$ cat src/rtl/vend_pkg.sv
// Shared constants for the two-product vending sequencer: state encoding,
// product select codes and coin unit values (credit is kept in half-yuan units).
// Ports: none (package).
package vend_pkg;

  localparam logic [1:0] S_IDLE    = 2'd0;
  localparam logic [1:0] S_COLLECT = 2'd1;
  localparam logic [1:0] S_VEND    = 2'd2;
  localparam logic [1:0] S_CHANGE  = 2'd3;

  typedef enum logic [1:0] {
    ST_IDLE    = S_IDLE,
    ST_COLLECT = S_COLLECT,
    ST_VEND    = S_VEND,
    ST_CHANGE  = S_CHANGE
  } state_e;

  localparam logic [1:0] SEL_NONE  = 2'd0;
  localparam logic [1:0] SEL_COLA  = 2'd1;
  localparam logic [1:0] SEL_WATER = 2'd2;

  localparam logic [1:0] UNIT_ONE  = 2'd2;
  localparam logic [1:0] UNIT_HALF = 2'd1;

  // Credit added by one cycle of coin pulses; both coins together give 3.
  function automatic logic [1:0] coin_units(input logic one, input logic half);
    coin_units = (one ? UNIT_ONE : 2'd0) + (half ? UNIT_HALF : 2'd0);
  endfunction

endpackage

$ cat src/rtl/vend_seq_ctrl_if.sv
// Keypad / coin acceptor / dispenser bundle for vend_seq_ctrl.
// master: drives coins, select, cancel, dispenser ready; observes dispense, change, status.
// slave : the sequencer side (inputs and outputs reversed).
interface vend_seq_ctrl_if #(
  parameter int CREDIT_W = 5
);
  logic                piOne;
  logic                piHalf;
  logic [1:0]          piSel;
  logic                piCancel;
  logic                piDispReady;
  logic                OCola;
  logic                OWater;
  logic                OChgOne;
  logic                OChgHalf;
  logic                OReject;
  logic                OBusy;
  logic [CREDIT_W-1:0] OCredit;

  modport master (
    output piOne, piHalf, piSel, piCancel, piDispReady,
    input  OCola, OWater, OChgOne, OChgHalf, OReject, OBusy, OCredit
  );

  modport slave (
    input  piOne, piHalf, piSel, piCancel, piDispReady,
    output OCola, OWater, OChgOne, OChgHalf, OReject, OBusy, OCredit
  );
endinterface

$ cat src/rtl/vend_change_gen.sv
// Change coin selector: picks the next coin to pay from the remaining credit.
// Latency: combinational; the caller registers the coin strobes.
// Backpressure: pays nothing while ready_i is low.
// Ports: en_i (paying change), ready_i (mechanism free), credit_i (remaining credit),
//        chg_one_o / chg_half_o (coin to pay), dec_o (amount to subtract from credit).
module vend_change_gen
  import vend_pkg::*;
#(
  parameter int CREDIT_W = 5
) (
  input  logic                en_i,
  input  logic                ready_i,
  input  logic [CREDIT_W-1:0] credit_i,
  output logic                chg_one_o,
  output logic                chg_half_o,
  output logic [CREDIT_W-1:0] dec_o
);

  always_comb begin
    chg_one_o  = 1'b0;
    chg_half_o = 1'b0;
    dec_o      = '0;
    if (en_i && ready_i) begin
      // Largest coin first so a refund uses the fewest mechanism cycles.
      if (credit_i >= CREDIT_W'(UNIT_ONE)) begin
        chg_one_o = 1'b1;
        dec_o     = CREDIT_W'(UNIT_ONE);
      end else if (credit_i == CREDIT_W'(UNIT_HALF)) begin
        chg_half_o = 1'b1;
        dec_o      = CREDIT_W'(UNIT_HALF);
      end
    end
  end

endmodule

$ cat src/rtl/vend_seq_ctrl.sv
// Two-product vending sequencer: coin credit accumulation, select arbitration,
// dispense, then change paid one coin per dispenser grant.
// Latency: all outputs registered; select in cycle N with ready high -> product pulse in N+2.
// Backpressure: VEND/CHANGE stall while piDispReady is low; coins arriving then are rejected.
// Ports: sys_clk, sysRstN (async active-low), bus (vend_seq_ctrl_if.slave).
// Build option: VEND_TIMEOUT_EN adds an idle timeout that refunds credit from COLLECT.
module vend_seq_ctrl
  import vend_pkg::*;
#(
  parameter int CREDIT_W    = 5,
  parameter int PRICE_COLA  = 5,
  parameter int PRICE_WATER = 3,
  parameter int MAX_CREDIT  = 20,
  parameter int TIMEOUT_CYC = 1000
) (
  input  logic      sys_clk,
  input  logic      sysRstN,
  vend_seq_ctrl_if.slave bus
);

  localparam logic [CREDIT_W-1:0] PRICE_C = CREDIT_W'(PRICE_COLA);
  localparam logic [CREDIT_W-1:0] PRICE_W = CREDIT_W'(PRICE_WATER);
  localparam logic [CREDIT_W:0]   MAX_X   = (CREDIT_W+1)'(MAX_CREDIT);

  state_e              state_q, state_d;
  logic [CREDIT_W-1:0] credit_q, credit_d;
  logic [1:0]          prod_q, prod_d;
  logic                cola_q, cola_d;
  logic                water_q, water_d;
  logic                chg_one_q, chg_one_d;
  logic                chg_half_q, chg_half_d;
  logic                reject_q, reject_d;

  logic                coin;
  logic [CREDIT_W:0]   coin_sum;
  logic                coin_fits;
  logic [CREDIT_W-1:0] vend_price;
  logic                chg_en;
  logic                chg_one;
  logic                chg_half;
  logic [CREDIT_W-1:0] chg_dec;

  assign coin       = bus.piOne | bus.piHalf;
  // One extra bit so credit+3 near the ceiling cannot wrap before the compare.
  assign coin_sum   = {1'b0, credit_q} + (CREDIT_W+1)'(coin_units(bus.piOne, bus.piHalf));
  assign coin_fits  = (coin_sum <= MAX_X);
  assign vend_price = (prod_q == SEL_COLA) ? PRICE_C : PRICE_W;
  assign chg_en     = (state_q == ST_CHANGE);

  vend_change_gen #(
    .CREDIT_W (CREDIT_W)
  ) u_change_gen (
    .en_i       (chg_en),
    .ready_i    (bus.piDispReady),
    .credit_i   (credit_q),
    .chg_one_o  (chg_one),
    .chg_half_o (chg_half),
    .dec_o      (chg_dec)
  );

`ifdef VEND_TIMEOUT_EN
  localparam int                TMO_W    = $clog2(TIMEOUT_CYC + 1);
  localparam logic [TMO_W-1:0]  TMO_LAST = TMO_W'(TIMEOUT_CYC - 1);

  logic [TMO_W-1:0] tmo_q, tmo_d;
  logic             evt;
  logic             tmo_hit;

  assign evt     = coin | (bus.piSel != SEL_NONE) | bus.piCancel;
  // Fires on the TIMEOUT_CYC-th consecutive quiet cycle spent in COLLECT.
  assign tmo_hit = (state_q == ST_COLLECT) && !evt && (tmo_q == TMO_LAST);

  always_comb begin
    tmo_d = tmo_q;
    if (evt || tmo_hit) begin
      tmo_d = '0;
    end else if (state_q == ST_COLLECT) begin
      tmo_d = tmo_q + TMO_W'(1);
    end
  end

  always_ff @(posedge sys_clk or negedge sysRstN) begin
    if (!sysRstN) tmo_q <= '0;
    else          tmo_q <= tmo_d;
  end
`else
  // No timeout: credit waits in COLLECT indefinitely. TIMEOUT_CYC stays in the
  // parameter list so both builds share one instantiation.
  if (TIMEOUT_CYC < 0) begin : g_tmo_cfg
  end
`endif

  always_comb begin
    state_d    = state_q;
    credit_d   = credit_q;
    prod_d     = prod_q;
    cola_d     = 1'b0;
    water_d    = 1'b0;
    chg_one_d  = 1'b0;
    chg_half_d = 1'b0;
    reject_d   = 1'b0;

    unique case (state_q)
      ST_IDLE, ST_COLLECT: begin
        // An over-ceiling add is discarded whole, never clipped.
        if (coin) begin
          if (coin_fits) credit_d = coin_sum[CREDIT_W-1:0];
          else           reject_d = 1'b1;
        end
        // Select is judged against the registered credit; a coin landing in the
        // same cycle is still banked and shows up as change later.
        if ((state_q == ST_COLLECT) && bus.piCancel) begin
          state_d = ST_CHANGE;
        end else if ((bus.piSel == SEL_COLA) && (credit_q >= PRICE_C)) begin
          prod_d  = SEL_COLA;
          state_d = ST_VEND;
        end else if ((bus.piSel == SEL_WATER) && (credit_q >= PRICE_W)) begin
          prod_d  = SEL_WATER;
          state_d = ST_VEND;
        end else if (credit_d != '0) begin
          state_d = ST_COLLECT;
`ifdef VEND_TIMEOUT_EN
          if (tmo_hit) state_d = ST_CHANGE;
`endif
        end
      end

      ST_VEND: begin
        reject_d = coin;
        if (bus.piDispReady) begin
          cola_d   = (prod_q == SEL_COLA);
          water_d  = (prod_q != SEL_COLA);
          // Cannot underflow: the select was only accepted with credit >= price.
          credit_d = credit_q - vend_price;
          state_d  = (credit_q == vend_price) ? ST_IDLE : ST_CHANGE;
        end
      end

      ST_CHANGE: begin
        reject_d   = coin;
        chg_one_d  = chg_one;
        chg_half_d = chg_half;
        credit_d   = credit_q - chg_dec;
        if (credit_d == '0) state_d = ST_IDLE;
      end

      default: begin
        state_d = ST_IDLE;
      end
    endcase
  end

  always_ff @(posedge sys_clk or negedge sysRstN) begin
    if (!sysRstN) begin
      state_q    <= ST_IDLE;
      credit_q   <= '0;
      prod_q     <= SEL_NONE;
      cola_q     <= 1'b0;
      water_q    <= 1'b0;
      chg_one_q  <= 1'b0;
      chg_half_q <= 1'b0;
      reject_q   <= 1'b0;
    end else begin
      state_q    <= state_d;
      credit_q   <= credit_d;
      prod_q     <= prod_d;
      cola_q     <= cola_d;
      water_q    <= water_d;
      chg_one_q  <= chg_one_d;
      chg_half_q <= chg_half_d;
      reject_q   <= reject_d;
    end
  end

  assign bus.OCola    = cola_q;
  assign bus.OWater   = water_q;
  assign bus.OChgOne  = chg_one_q;
  assign bus.OChgHalf = chg_half_q;
  assign bus.OReject  = reject_q;
  assign bus.OBusy    = (state_q == ST_VEND) || (state_q == ST_CHANGE);
  assign bus.OCredit  = credit_q;

endmodule
$ cat src/flat_wrapper.sv
// flat-port wrapper written by rule: the top's interface ports become plain ports
module vend_seq_ctrl_flat import vend_pkg::*;
#(
  parameter int CREDIT_W    = 5,
  parameter int PRICE_COLA  = 5,
  parameter int PRICE_WATER = 3,
  parameter int MAX_CREDIT  = 20,
  parameter int TIMEOUT_CYC = 1000
)
  (sys_clk, sysRstN, bus_piOne, bus_piHalf, bus_piSel, bus_piCancel, bus_piDispReady, bus_OCola, bus_OWater, bus_OChgOne, bus_OChgHalf, bus_OReject, bus_OBusy, bus_OCredit);
  vend_seq_ctrl_if #(.CREDIT_W(CREDIT_W)) bus_i ();
  input  logic sys_clk;
  input  logic sysRstN;
  input wire logic [$bits(bus_i.piOne)-1:0] bus_piOne;
  input wire logic [$bits(bus_i.piHalf)-1:0] bus_piHalf;
  input wire logic [$bits(bus_i.piSel)-1:0] bus_piSel;
  input wire logic [$bits(bus_i.piCancel)-1:0] bus_piCancel;
  input wire logic [$bits(bus_i.piDispReady)-1:0] bus_piDispReady;
  output wire logic [$bits(bus_i.OCola)-1:0] bus_OCola;
  output wire logic [$bits(bus_i.OWater)-1:0] bus_OWater;
  output wire logic [$bits(bus_i.OChgOne)-1:0] bus_OChgOne;
  output wire logic [$bits(bus_i.OChgHalf)-1:0] bus_OChgHalf;
  output wire logic [$bits(bus_i.OReject)-1:0] bus_OReject;
  output wire logic [$bits(bus_i.OBusy)-1:0] bus_OBusy;
  output wire logic [$bits(bus_i.OCredit)-1:0] bus_OCredit;
  assign bus_i.piOne = bus_piOne;
  assign bus_i.piHalf = bus_piHalf;
  assign bus_i.piSel = bus_piSel;
  assign bus_i.piCancel = bus_piCancel;
  assign bus_i.piDispReady = bus_piDispReady;
  assign bus_OCola = bus_i.OCola;
  assign bus_OWater = bus_i.OWater;
  assign bus_OChgOne = bus_i.OChgOne;
  assign bus_OChgHalf = bus_i.OChgHalf;
  assign bus_OReject = bus_i.OReject;
  assign bus_OBusy = bus_i.OBusy;
  assign bus_OCredit = bus_i.OCredit;
  vend_seq_ctrl #(.CREDIT_W(CREDIT_W), .PRICE_COLA(PRICE_COLA), .PRICE_WATER(PRICE_WATER), .MAX_CREDIT(MAX_CREDIT), .TIMEOUT_CYC(TIMEOUT_CYC)) u_core (.sys_clk(sys_clk), .sysRstN(sysRstN), .bus(bus_i));
endmodule
$ cat config.mk
export PLATFORM = sky130hd
export DESIGN_NAME = vend_seq_ctrl_flat
export DESIGN_NICKNAME = d
export VERILOG_FILES = /design/src/rtl/vend_pkg.sv /design/src/rtl/vend_seq_ctrl_if.sv /design/src/rtl/vend_change_gen.sv /design/src/rtl/vend_seq_ctrl.sv /design/src/flat_wrapper.sv
export SDC_FILE = /design/constraint.sdc
export NUM_CORES = 1
export LEC_CHECK = 0
export CAP_MARGIN = 20
export CORE_MARGIN = 3
export CORE_UTILIZATION = 31
export CTS_CLUSTER_DIAMETER = 120
export DETAILED_ROUTE_END_ITERATION = 8
export GPL_ROUTABILITY_DRIVEN = 0
export REMOVE_ABC_BUFFERS = 1
export SLEW_MARGIN = 20
export SYNTH_ARGS = -nofsm -noshare
export SYNTH_HDL_FRONTEND = slang
export SYNTH_SLANG_ARGS = --single-unit
$ cat constraint.sdc
create_clock -name sys_clk -period 2.5 [get_ports sys_clk]
set_clock_uncertainty 0.1 [all_clocks]
set_input_delay 0.625 -clock sys_clk [delete_from_list [all_inputs] [get_ports sys_clk]]
set_output_delay 0.625 -clock sys_clk [all_outputs]
set_load 0.03 [all_outputs]
==> impl_metrics.toml, run 1 <==
# physical design summary
[critical_path]
kind_of_end_point_of_the_critical_path = "flop"
start_kind = "flop"
reg2reg_launch_point = "u_core.bus.OCredit[4]$_DFFE_PN0P_"
path_max_fanout = 2
criticalPathCategory = "flop to flop"
critical_path_arrival_ps = 2580
timing.critical_path.cells = "nor2_4 -> nand2_2 -> nor3_2 -> ha_2 -> inv_2 -> fa_2 -> xnor2_2 -> nand4bb_4 -> a2bb2oi_2 -> o221ai_2 -> o22ai_1 -> o31a_1"
crit_end = "u_core.state_q[0]$_DFFE_PN0P_"
cp_max_stage_delay_ps = 410
rr_worst_depth = 12
crit_path_top_delay_cell = "sky130_fd_sc_hd__dfrtp_1"
timing.critical_path.buf_inv = 1

[final_timing]
unrepaired_setup_endpoints_after_global_routing = "yes"
post_layout_minimum_cycle_time_ps = 2540
achievable-frequency_ghz = 0.393
final.hold.worst_slack_ps = 435
timing.final.setup_violations = 1
relSlewSlack_pct = 53.8
worstMarginPinSlew_ps = 691
worst_slack_ps = -43.3

[power_and_ir_drop]
internal-power_mw = 1.47
sequentialPowerShare_pct = 14.5
power_leader = "combinational logic"
p_per_area_nw_per_um2 = 1400
power.switching_fraction_pct = 44.7
totalPowerFinal_mw = 2.66
combinational_power_mw = 2.05
seq_power_uw = 386
ir_worst_vdd_mv = 0.563

[clock_tree]
cts_tree = "done"
cts_sinks = 14
cts_setup_buffers = 5
postCtsResizedCells = 23
clk_root_buffer_cell = "sky130_fd_sc_hd__clkbuf_8"
h-tree-depth = 1
clk_path_buf_depth = 2

[cells_and_area]
comb_area_share_pct = 47.9
largest_register_ffs = 5
num_antenna_cells = 0
layout.buffer.nonclock.area_share_pct = 25.8
syn_to_final_growth_pct = 53.9
mostFrequentLayoutCell = "sky130_fd_sc_hd__buf_4"
numSequentialCells = 14
final-comb-area_um2 = 911
non_clock_buffer_count_in_the_final_layout = 60
layout.clock_buffers = 4
layout-drive-gt1-share_pct = 41.3

[synth]
synth.cellmix.compoundShare_pct = 23.8
synth.cellmix.xorXnorShare_pct = 5.67
ys_sh_mux_pct = 3.64
ys_cells = 142
ys_dominant_reg_cell = "sky130_fd_sc_hd__dfrtp_1"
ys_top_cells_by_area = "sky130_fd_sc_hd__dfrtp_1 (28%), sky130_fd_sc_hd__ha_1 (7.1%), sky130_fd_sc_hd__fa_1 (4.9%), sky130_fd_sc_hd__o21ai_0 (4.5%), sky130_fd_sc_hd__nand2_1 (4.3%)"
synth.top_cells.by_count = "sky130_fd_sc_hd__dfrtp_1 (14), sky130_fd_sc_hd__nand2_1 (14), sky130_fd_sc_hd__nor2_1 (11), sky130_fd_sc_hd__o21ai_0 (11), sky130_fd_sc_hd__inv_1 (9)"
synth_area_um2 = 1240
synthAdderAreaFrac_pct = 11.9
top_logic_kind = "AND-OR/OR-AND gates"
simple_gate_share_pct = 20.3
ys_warn_count = 0
unique_cell_type_count_in_the_yosys_netlist = 45
largest_area_cell = "sky130_fd_sc_hd__dfrtp_1"
synth_area_per_cell_um2 = 8.71

[route]
post_drt_via_cell_ratio = 4.97
detailroute.wirelength.met2_um = 1800
detail-route-antenna-nets = 0
detailedRoute.firstIterationViolations = 77
drcViolationCount = 0
route.met3.wl_um = 143
wl_per_cell_um = 14.6
met1Wirelength_um = 1590
vias = 1212
first_pass_iters = 4

[status]
violations = "negative setup slack"
status = "finished, violations left"

[placed_design]
pre_cts_ws_ps = -765
post_dp_area_um2 = 1690

[global_route]
grt_pass1_vias = 1198
gr-usage-all-layers_pct = 14.8
global_route.usage.met1_pct = 20.1
grt.busiest_layer = "met2"
grt_first_pass_wirelength_um = 5820
met3_usage_pct = 3.64
pin_count_of_the_biggest_net_entering_global_routing = 21

[floorplan]
floorplanUtilization_pct = 33.0
dieWidth_um = 69.2
fp.dieH_um = 69.2
io_pins = 19
chip_area_um2 = 4780

[job]
stage_log_warnings = 28
timing.max_cap.violations = 0
### Placement by cell class, run 1

Drawn at 6 px/um. Fill, decap, tap and diode cells in gray.
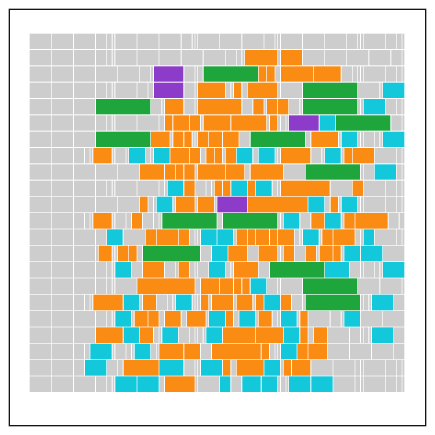
color	class	cells	share of their area
cyan	other buffers and delay cells	60	27%
green	flip-flops	14	19%
purple	clock drivers and dummy loads	4	3.0%
orange	all other logic	118	51%
core region area: 3740 um2
flop share of the area: 18.5%
standard-cell rows: 22
post-route standard cell area excluding fillers: 1900 um2

### Routed clock nets over the placement, run 1

Drawn at 8 px/um.
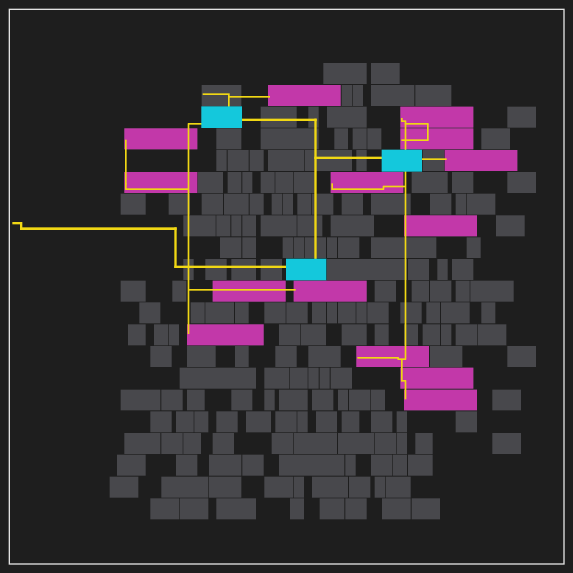
[yellow] clock wires | length: 222 um
[magenta] flip-flops | count: 14
[cyan] cells driving clock nets | count: 3
routed clock nets	4
part of the total power dissipated in the clock network: 8.4%
Insertion Delay late pin: 250 ps
power attributed to the clock group: 224 uW

### A small window of the routed layout, run 1

Window x 22 to 47, y 22 to 47 um. Cells in gray, sequential cells in the stronger gray; small squares are vias.
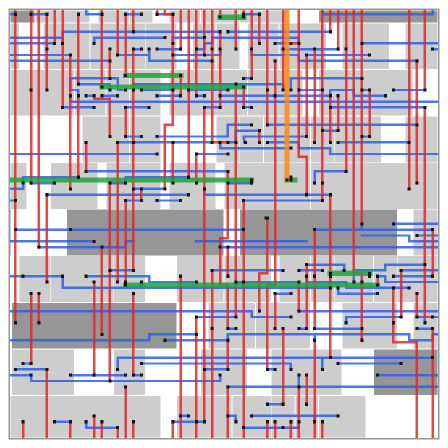
color	layer
orange	met4
green	met3
blue	met1
red	met2
sequential cells in the window	3
netlist names of flops here include	u_core.bus.OCredit (2), u_core.state_q (1)
cells with their middle in the window	56
most frequent	buf_4 (13), nand2_1 (8), o21ai_0 (7)

### Local utilization, run 1

Drawn at 4 px/um. The die is cut into 7 by 7 equal tiles; black is low, pale yellow is high, 0 to 100% covered.
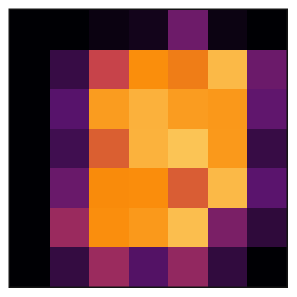

## Run 2: what changed since run 1
--- a/config.mk
+++ b/config.mk
@@ -12,6 +12,7 @@
 export DETAILED_ROUTE_END_ITERATION = 8
 export GPL_ROUTABILITY_DRIVEN = 0
 export REMOVE_ABC_BUFFERS = 1
+export SETUP_SLACK_MARGIN = 0.4
 export SLEW_MARGIN = 20
 export SYNTH_ARGS = -nofsm -noshare
 export SYNTH_HDL_FRONTEND = slang
### Local utilization, run 2

Drawn at 4 px/um. The die is cut into 7 by 7 equal tiles; black is low, pale yellow is high, 0 to 100% covered.
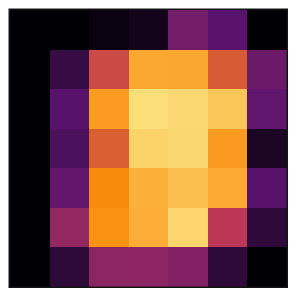
fullest tile	93%
mean over tiles	41%
tiles over 75% full	31%
densest ninth of the die	center
nearly empty tiles	20%
post-layout utilization of the core: 53.7%
Floorplan Utilization: 33.0%

### Routed clock nets over the placement, run 2

Drawn at 8 px/um.
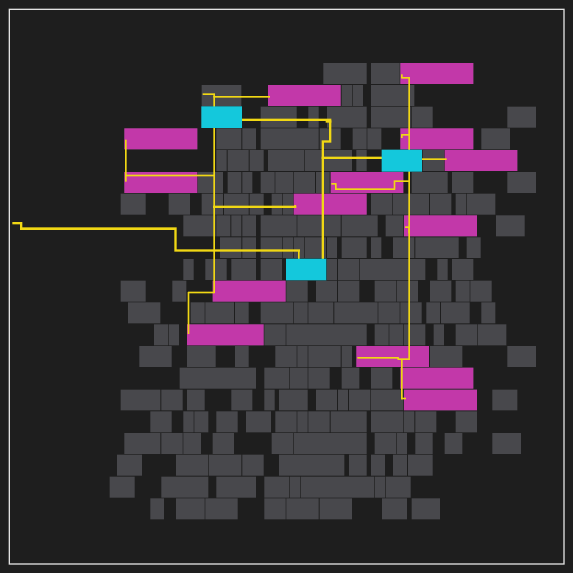
[magenta] flip-flops | count: 14
[cyan] cells driving clock nets | count: 3
[yellow] clock wires | length: 223 um
routed clock nets	4
part of the total power dissipated in the clock network: 8.0%
power attributed to the clock group: 226 uW

==> run 2 against run 1 <==
Net effect:
- the flow still finishes with violations (negative setup slack)
- sequential cell count did not move
- utilization grew 2.9 points
- wire length is 14% higher
- area after synthesis unchanged
- global-route usage is 0.79 points higher
- cell count increased by 2.9%
- total power up 6.7%
- highest routed layer unchanged
==> impl_metrics.toml, run 2 <==
# physical design summary
[status]
status = "finished, violations left"
violations = "negative setup slack"

[global_route]
grt_pass1_vias = 1255
pin_count_of_the_biggest_net_entering_global_routing = 21
met3_usage_pct = 4.08
global_route.usage.met1_pct = 20.4
grt.busiest_layer = "met2"

[route]
detailroute.wirelength.met2_um = 2080
detail-route-antenna-nets = 0
met1Wirelength_um = 1590
first_pass_iters = 4
detailedRoute.firstIterationViolations = 99
post_drt_via_cell_ratio = 5.32
route.met3.wl_um = 294

[critical_path]
rr_worst_depth = 12
crit_path_top_delay_cell = "sky130_fd_sc_hd__dfrtp_1"
timing.critical_path.cells = "nor2_2 -> nand2_2 -> nor3_2 -> ha_2 -> inv_2 -> fa_2 -> xnor2_2 -> nand4bb_4 -> a2bb2oi_2 -> o221ai_2 -> o22ai_2 -> o31a_1"
timing.critical_path.buf_inv = 1
path_max_fanout = 2
critical_path_arrival_ps = 2720
kind_of_end_point_of_the_critical_path = "flop"
cp_max_stage_delay_ps = 410
criticalPathCategory = "flop to flop"
crit_end = "u_core.state_q[0]$_DFFE_PN0P_"

[synth]
synth.top_cells.by_count = "sky130_fd_sc_hd__dfrtp_1 (14), sky130_fd_sc_hd__nand2_1 (14), sky130_fd_sc_hd__nor2_1 (11), sky130_fd_sc_hd__o21ai_0 (11), sky130_fd_sc_hd__inv_1 (9)"
ys_sh_mux_pct = 3.64
synth.cellmix.compoundShare_pct = 23.8
ys_dominant_reg_cell = "sky130_fd_sc_hd__dfrtp_1"
synth_area_per_cell_um2 = 8.71
synth_area_um2 = 1240
synth.cellmix.xorXnorShare_pct = 5.67
unique_cell_type_count_in_the_yosys_netlist = 45
ys_top_cells_by_area = "sky130_fd_sc_hd__dfrtp_1 (28%), sky130_fd_sc_hd__ha_1 (7.1%), sky130_fd_sc_hd__fa_1 (4.9%), sky130_fd_sc_hd__o21ai_0 (4.5%), sky130_fd_sc_hd__nand2_1 (4.3%)"
top_logic_kind = "AND-OR/OR-AND gates"
simple_gate_share_pct = 20.3

[power_and_ir_drop]
seq_power_uw = 384
internal-power_mw = 1.55
totalPowerFinal_mw = 2.84
power.switching_fraction_pct = 45.4
ir_worst_vdd_mv = 0.536

[clock_tree]
cts_setup_buffers = 8
postCtsResizedCells = 46
clock_insertion_delay_worst_skew_ps = 250
clk_root_buffer_cell = "sky130_fd_sc_hd__clkbuf_8"
clk_path_buf_depth = 2
h-tree-depth = 1

[cells_and_area]
final_design_area_no_fill_um2 = 2010
layout.buffer.nonclock.area_share_pct = 27.9
num_antenna_cells = 0
syn_to_final_growth_pct = 62.8
seqAreaFraction_pct = 17.5
layout-drive-gt1-share_pct = 45.8
final-comb-area_um2 = 948

[final_timing]
worstMarginPinSlew_ps = 704
final.hold.worst_slack_ps = 425
post_layout_minimum_cycle_time_ps = 2680
worst_slack_ps = -183
timing.final.setup_violations = 2

[floorplan]
io_pins = 19
dieWidth_um = 69.2
chip_area_um2 = 4780
fp-row-count = 22

[placed_design]
pre_cts_ws_ps = -765
### The clock network, run 2

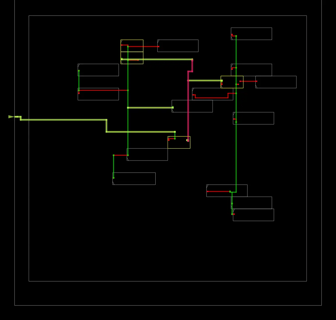
number of buffers added by the clock tree synthesis step: 3
layout sequential cell count: 14
number of clock sinks seen by CTS: 14

### Placement by cell class, run 2

Drawn at 6 px/um. Fill, decap, tap and diode cells in gray.
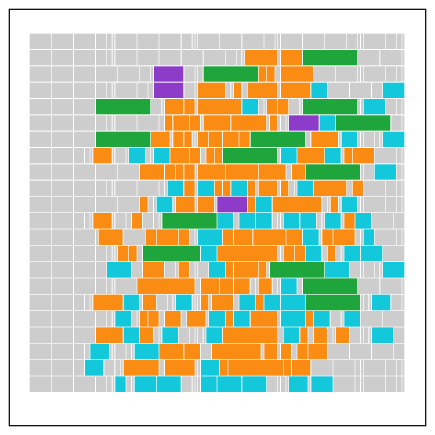

## Run 3: what changed since run 2
--- a/config.mk
+++ b/config.mk
@@ -6,12 +6,14 @@
 export NUM_CORES = 1
 export LEC_CHECK = 0
 export CAP_MARGIN = 20
+export CELL_PAD_IN_SITES_DETAIL_PLACEMENT = 1
+export CELL_PAD_IN_SITES_GLOBAL_PLACEMENT = 1
 export CORE_MARGIN = 3
 export CORE_UTILIZATION = 31
 export CTS_CLUSTER_DIAMETER = 120
 export DETAILED_ROUTE_END_ITERATION = 8
 export GPL_ROUTABILITY_DRIVEN = 0
-export REMOVE_ABC_BUFFERS = 1
+export PLACE_DENSITY_LB_ADDON = 0.1
 export SETUP_SLACK_MARGIN = 0.4
 export SLEW_MARGIN = 20
 export SYNTH_ARGS = -nofsm -noshare
### Placement by cell class, run 3

Drawn at 6 px/um. Fill, decap, tap and diode cells in gray.
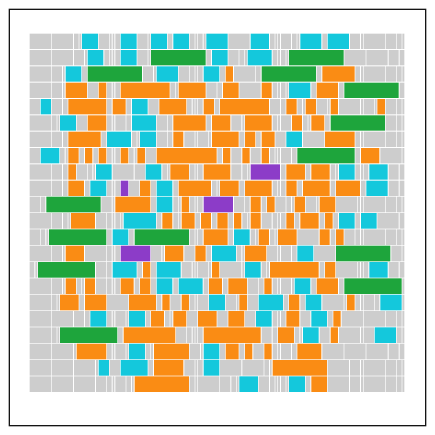
color	class	cells	share of their area
purple	clock drivers and dummy loads	4	2.3%
orange	all other logic	118	52%
green	flip-flops	14	18%
cyan	other buffers and delay cells	63	28%
flop share of the area: 17.8%
post-layout utilization of the core: 53.4%
post-route standard cell area excluding fillers: 2000 um2

### Local utilization, run 3

Drawn at 4 px/um. The die is cut into 7 by 7 equal tiles; black is low, pale yellow is high, 0 to 100% covered.
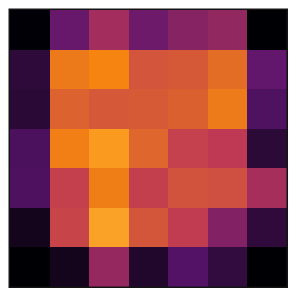
fullest tile	80%
densest ninth of the die	center
nearly empty tiles	8.2%
tiles over 75% full	4.1%

### A small window of the routed layout, run 3

Window x 22 to 47, y 22 to 47 um. Cells in gray, sequential cells in the stronger gray; small squares are vias.
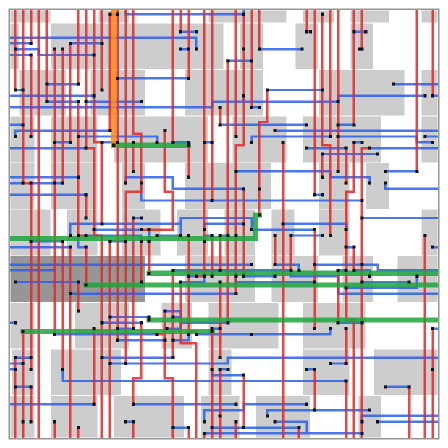
color	layer
green	met3
red	met2
blue	met1
orange	met4
netlist names of flops here include	u_core.state_q (1)
sequential cells in the window	1
cells with their middle in the window	45
most frequent	nand2_1 (6), buf_4 (6), o21ai_0 (4)

==> run 3 against run 2 <==
Net effect:
- the run still ends with negative setup slack left
- synthesized cell count unchanged
- global-route usage increased by 3.0 points
- via count down 4.1%
- hold slack better by 2.3 ps
- critical path depth unchanged
- largest power group unchanged
==> impl_metrics.toml, run 3 <==
# physical design summary
[route]
route.met3.wl_um = 200
topRoutingLayerUsed = "met4"
wl_per_cell_um = 17.5
detail-route-antenna-nets = 0
met1Wirelength_um = 1800
post_drt_via_cell_ratio = 5.19
wl_um = 4320
first_pass_iters = 4
detailedRoute.firstIterationViolations = 68
detailroute.wirelength.met2_um = 2290

[synth]
synth_area_um2 = 1240
ys_top_cells_by_area = "sky130_fd_sc_hd__dfrtp_1 (28%), sky130_fd_sc_hd__ha_1 (7.1%), sky130_fd_sc_hd__fa_1 (4.9%), sky130_fd_sc_hd__o21ai_0 (4.5%), sky130_fd_sc_hd__nand2_1 (4.3%)"
top_logic_kind = "AND-OR/OR-AND gates"
synth_area_per_cell_um2 = 8.71
synth.top_cells.by_count = "sky130_fd_sc_hd__dfrtp_1 (14), sky130_fd_sc_hd__nand2_1 (14), sky130_fd_sc_hd__nor2_1 (11), sky130_fd_sc_hd__o21ai_0 (11), sky130_fd_sc_hd__inv_1 (9)"
unique_cell_type_count_in_the_yosys_netlist = 45
synth_chip_area_um2 = 1240
simple_gate_share_pct = 20.3
synth.cellmix.compoundShare_pct = 23.8
ys_cells = 142
synthArstFlopShare_pct = 100
ys_dominant_reg_cell = "sky130_fd_sc_hd__dfrtp_1"
synth.cellmix.xorXnorShare_pct = 5.67
ys_sh_mux_pct = 3.64

[cells_and_area]
num_antenna_cells = 0
numSequentialCells = 14
syn_to_final_growth_pct = 61.7
comb_cells = 109
final.fill_count = 454
final-comb-area_um2 = 965
layout.buffer.nonclock.area_share_pct = 26.8
layout-drive-gt1-share_pct = 48.2
final_cells = 247
final.signal_inverter_count = 9
largest_register_ffs = 5

[final_timing]
worstMarginPinSlew_ps = 698
relSlewSlack_pct = 53.3
finalSetupTns_ps = -33.3
worst_slack_ps = -33.3
final.hold.worst_slack_ps = 427
timing.final.setup_violations = 1
post_layout_minimum_cycle_time_ps = 2530

[placed_design]
post_dp_area_um2 = 1720
pre_cts_ws_ps = -708

[floorplan]
dieWidth_um = 69.2
floorplanUtilization_pct = 33.0
chip_area_um2 = 4780
fp.dieH_um = 69.2
io_pins = 19
fp-row-count = 22

[status]
violations = "negative setup slack"
status = "finished, violations left"

[power_and_ir_drop]
clock_power_uw = 197
power.switching_fraction_pct = 46.5
p_leak_nw = 0.846
seq_power_uw = 407
combinational_power_mw = 2.20
internal-power_mw = 1.50
p_sw_mw = 1.30
p_clk_share_pct = 7.0
ir_worst_vdd_mv = 0.539
totalPowerFinal_mw = 2.80

[critical_path]
path_max_fanout = 2
timing.critical_path.buf_inv = 1
timing.critical_path.cells = "nor2_4 -> nand2_2 -> nor3_2 -> ha_2 -> inv_2 -> fa_2 -> xnor2_2 -> nand4bb_4 -> a2bb2oi_2 -> o221ai_2 -> o22ai_1 -> o31a_1"
reg2reg_launch_point = "u_core.bus.OCredit[1]$_DFFE_PN0P_"
kind_of_end_point_of_the_critical_path = "flop"
critical_path_arrival_ps = 2570
critical_path_launch_point = "u_core.bus.OCredit[1]$_DFFE_PN0P_"
crit_path_top_delay_cell = "sky130_fd_sc_hd__dfrtp_2"
criticalPathCategory = "flop to flop"
cp_max_stage_delay_ps = 430
crit_end = "u_core.state_q[0]$_DFFE_PN0P_"
rr_worst_depth = 12

[global_route]
met3_usage_pct = 3.94
grt_overflow_total = 0
grt_pass1_vias = 1400
grt.busiest_layer = "met2"
grt_first_pass_wirelength_um = 7130
pin_count_of_the_biggest_net_entering_global_routing = 21
global_route.usage.met1_pct = 25.2

[clock_tree]
cts_setup_buffers = 11
postCtsResizedCells = 44
clock_insertion_delay_worst_skew_ps = 250
clk_root_buffer_cell = "sky130_fd_sc_hd__clkbuf_8"
cts-buffers-inserted = 3
cts_sinks = 14
clk_path_buf_depth = 2
h-tree-depth = 1
No activity file was given, so power comes from the tool's default toggle rates.
